<file path="config.mk">
export PLATFORM = sky130hd
export DESIGN_NAME = bus_register_flat
export DESIGN_NICKNAME = d
export VERILOG_FILES = /design/src/rtl/bus_register_if.sv /design/src/rtl/bus_register.sv /design/src/flat_wrapper.sv
export SDC_FILE = /design/constraint.sdc
export NUM_CORES = 1
export LEC_CHECK = 0
export ABC_AREA = 1
export CAP_MARGIN = 20
export CORE_AREA = 2 2 39 41
export CTS_CLUSTER_SIZE = 10
export DETAILED_ROUTE_END_ITERATION = 10
export DIE_AREA = 0 0 41 43
export MAX_ROUTING_LAYER = met4
export PLACE_DENSITY = 0.68
export SLEW_MARGIN = 20
export SYNTH_ARGS = -nofsm -noshare
export SYNTH_HDL_FRONTEND = slang
export SYNTH_SLANG_ARGS = --single-unit
</file>
<file path="constraint.sdc">
create_clock -name clk -period 2.1 [get_ports clk]
set_clock_uncertainty 0.1 [all_clocks]
set_input_delay 0.42 -clock clk [delete_from_list [all_inputs] [get_ports clk]]
set_output_delay 0.42 -clock clk [all_outputs]
set_load 0.05 [all_outputs]
</file>
<file path="src/rtl/bus_register_if.sv">
// Bus-side signal bundle for one register on the shared CPU data bus.
// The controller holds the master modport; the register holds the slave modport.
interface bus_register_if #(
  parameter int WIDTH = 8
);
  logic             read_from_bus;
  logic             write_to_bus;
  logic [WIDTH-1:0] bus_in;
  logic [WIDTH-1:0] bus_out;
  logic [WIDTH-1:0] value;

  modport master (
    output read_from_bus,
    output write_to_bus,
    output bus_in,
    input  bus_out,
    input  value
  );

  modport slave (
    input  read_from_bus,
    input  write_to_bus,
    input  bus_in,
    output bus_out,
    output value
  );
endinterface

</file>
<file path="src/rtl/bus_register.sv">
// Parallel register on the shared data bus: loads the bus on command, always exposes its
// full contents on value, and drives a masked copy onto bus_out when enabled.
module bus_register #(
  parameter int               WIDTH    = 8,
  parameter logic [WIDTH-1:0] OUT_MASK = {WIDTH{1'b1}}
) (
  input  logic          clk,
  input  logic          rst,
  bus_register_if.slave bus
);

  logic [WIDTH-1:0] q_q;
  logic [WIDTH-1:0] q_d;

  always_comb begin
    q_d = q_q;
    if (bus.read_from_bus) q_d = bus.bus_in;
  end

  always_ff @(posedge clk or negedge rst) begin
    if (!rst) q_q <= '0;
    else      q_q <= q_d;
  end

  // Disabled output is all zeros so the external OR-combine of bus drivers stays safe.
  assign bus.bus_out = bus.write_to_bus ? (q_q & OUT_MASK) : '0;
  assign bus.value   = q_q;

endmodule

</file>
<file path="src/flat_wrapper.sv">
// flat-port wrapper written by rule: the top's interface ports become plain ports
module bus_register_flat 
#(
  parameter int               WIDTH    = 8,
  parameter logic [WIDTH-1:0] OUT_MASK = {WIDTH{1'b1}}
)
  (clk, rst, bus_read_from_bus, bus_write_to_bus, bus_bus_in, bus_bus_out, bus_value);
  bus_register_if #(.WIDTH(WIDTH)) bus_i ();
  input  logic clk;
  input  logic rst;
  input wire logic [$bits(bus_i.read_from_bus)-1:0] bus_read_from_bus;
  input wire logic [$bits(bus_i.write_to_bus)-1:0] bus_write_to_bus;
  input wire logic [$bits(bus_i.bus_in)-1:0] bus_bus_in;
  output wire logic [$bits(bus_i.bus_out)-1:0] bus_bus_out;
  output wire logic [$bits(bus_i.value)-1:0] bus_value;
  assign bus_i.read_from_bus = bus_read_from_bus;
  assign bus_i.write_to_bus = bus_write_to_bus;
  assign bus_i.bus_in = bus_bus_in;
  assign bus_bus_out = bus_i.bus_out;
  assign bus_value = bus_i.value;
  bus_register #(.WIDTH(WIDTH), .OUT_MASK(OUT_MASK)) u_core (.clk(clk), .rst(rst), .bus(bus_i));
endmodule
</file>
==> results.py <==
# Flow results
metrics = {
    "min_path": {
        "holdCritPathClass": "input port to asynchronous set/reset pin",
    },
    "global_routing": {
        "track_usage_pct": 13.0,
        "grt-busiest-layer": "met1",
        "grt_pass1_vias": 320,
        "grt_max_degree": 10,
    },
    "synthesis": {
        "synthesis.instances": 51,
        "yosys.area.top_type_share_pct": 54.1,
        "synth_cell_types": 6,
        "synthXorXnorAreaFrac_pct": 0,
        "synth-seq-cells": 8,
        "synthTopCellsByCount": "sky130_fd_sc_hd__nand2_1 (32), sky130_fd_sc_hd__dfrtp_1 (8), sky130_fd_sc_hd__inv_1 (8)",
        "synth_async_sr_flop_share_pct": 100,
        "synth.logic.top_family": "simple AND/OR/NAND/NOR gates",
        "synthesis.yosys.warnings": 0,
        "ys_chip_area_sq_um": 370,
        "synth_top_cell_by_count": "sky130_fd_sc_hd__nand2_1",
        "synthMuxAreaShare_pct": 0,
    },
    "critical_path": {
        "worstRegToRegCells": 2,
        "crit_path_start": "u_core.bus.value[1]",
        "crit_path_top_delay_cell": "sky130_fd_sc_hd__clkdlybuf4s50_1",
        "critical_path.cell_chain": "clkdlybuf4s50_1",
        "worst_path_buf_inv": 1,
        "worst_path_largest_cell_delay_ns": 0.81,
    },
    "final_layout": {
        "non_clock_buffer_count": 27,
        "clockNetworkAreaShare_pct": 3.02,
        "n_fill_cell": 138,
        "area_delta_synth_final_pct": 102,
    },
    "cts": {
        "clock_latency_ns": 0.24,
        "number_of_sinks_handled_by_clock_tree_synthesis": 8,
        "postCtsHoldBufs": 0,
        "post_cts_buffers": 0,
    },
    "placement": {
        "place_hpwl_um": 652,
    },
    "sta": {
        "finalWorstPathRequiredPeriod_ns": 1.96,
        "worst_hold_slack_ns": 0.346,
        "worstMarginPinSlew_ns": 0.498,
        "rsz0062_at_grt": "no",
        "min_period_over_period_pct": 93.2,
    },
    "floorplanning": {
        "core_area_sq_um": 1380,
        "taps": 16,
        "floorplan.die_area_sq_um": 1760,
        "core.rowCount": 14,
        "dieHeight_um": 43,
    },
    "power_and_ir_drop": {
        "p_per_area_nw_per_um2": 672,
        "net_load_switching_power_uw": 181,
        "lkg_pwr_uw": 0.000409,
        "seq-power_uw": 178,
    },
    "run_status": {
        "run_status": "completed",
    },
    "detailed_routing": {
        "aggregate_routed_wire_length_um": 822,
        "avgViaCountPerCell": 4.17,
        "met1_length_um": 327,
        "initial_drc_count": 0,
        "routed-wl-met2_um": 425,
        "wl_met3_um": 69,
    },
    "run": {
        "openroad.warnings": 26,
    },
}
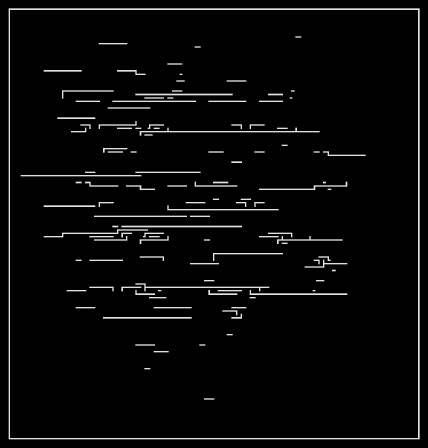
Fig. 1. Signal wires on met1.
share of all routed wire	40%
nets with wire on the layer	71

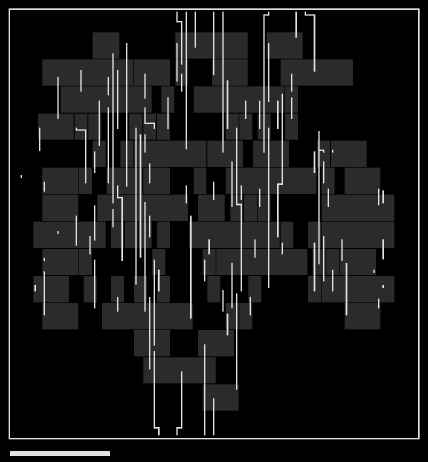
Fig. 2. The metal 2 layer.
Bar = 10 um. Cells faint in the background.
main direction	vertical
nets with wire on the layer	72
share of all routed wire	52%
longest straight run	16.0 um

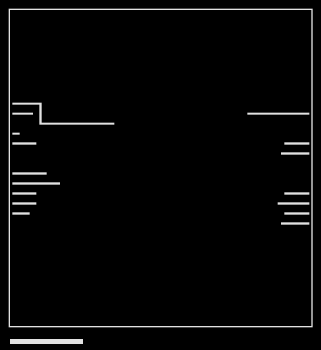
Fig. 3. Met3 routing.
Bar = 10 um.
main direction	horizontal
wire length on this layer	69.8 um
share of all routed wire	8.5%
longest straight run	9.90 um
nets with wire on the layer	16

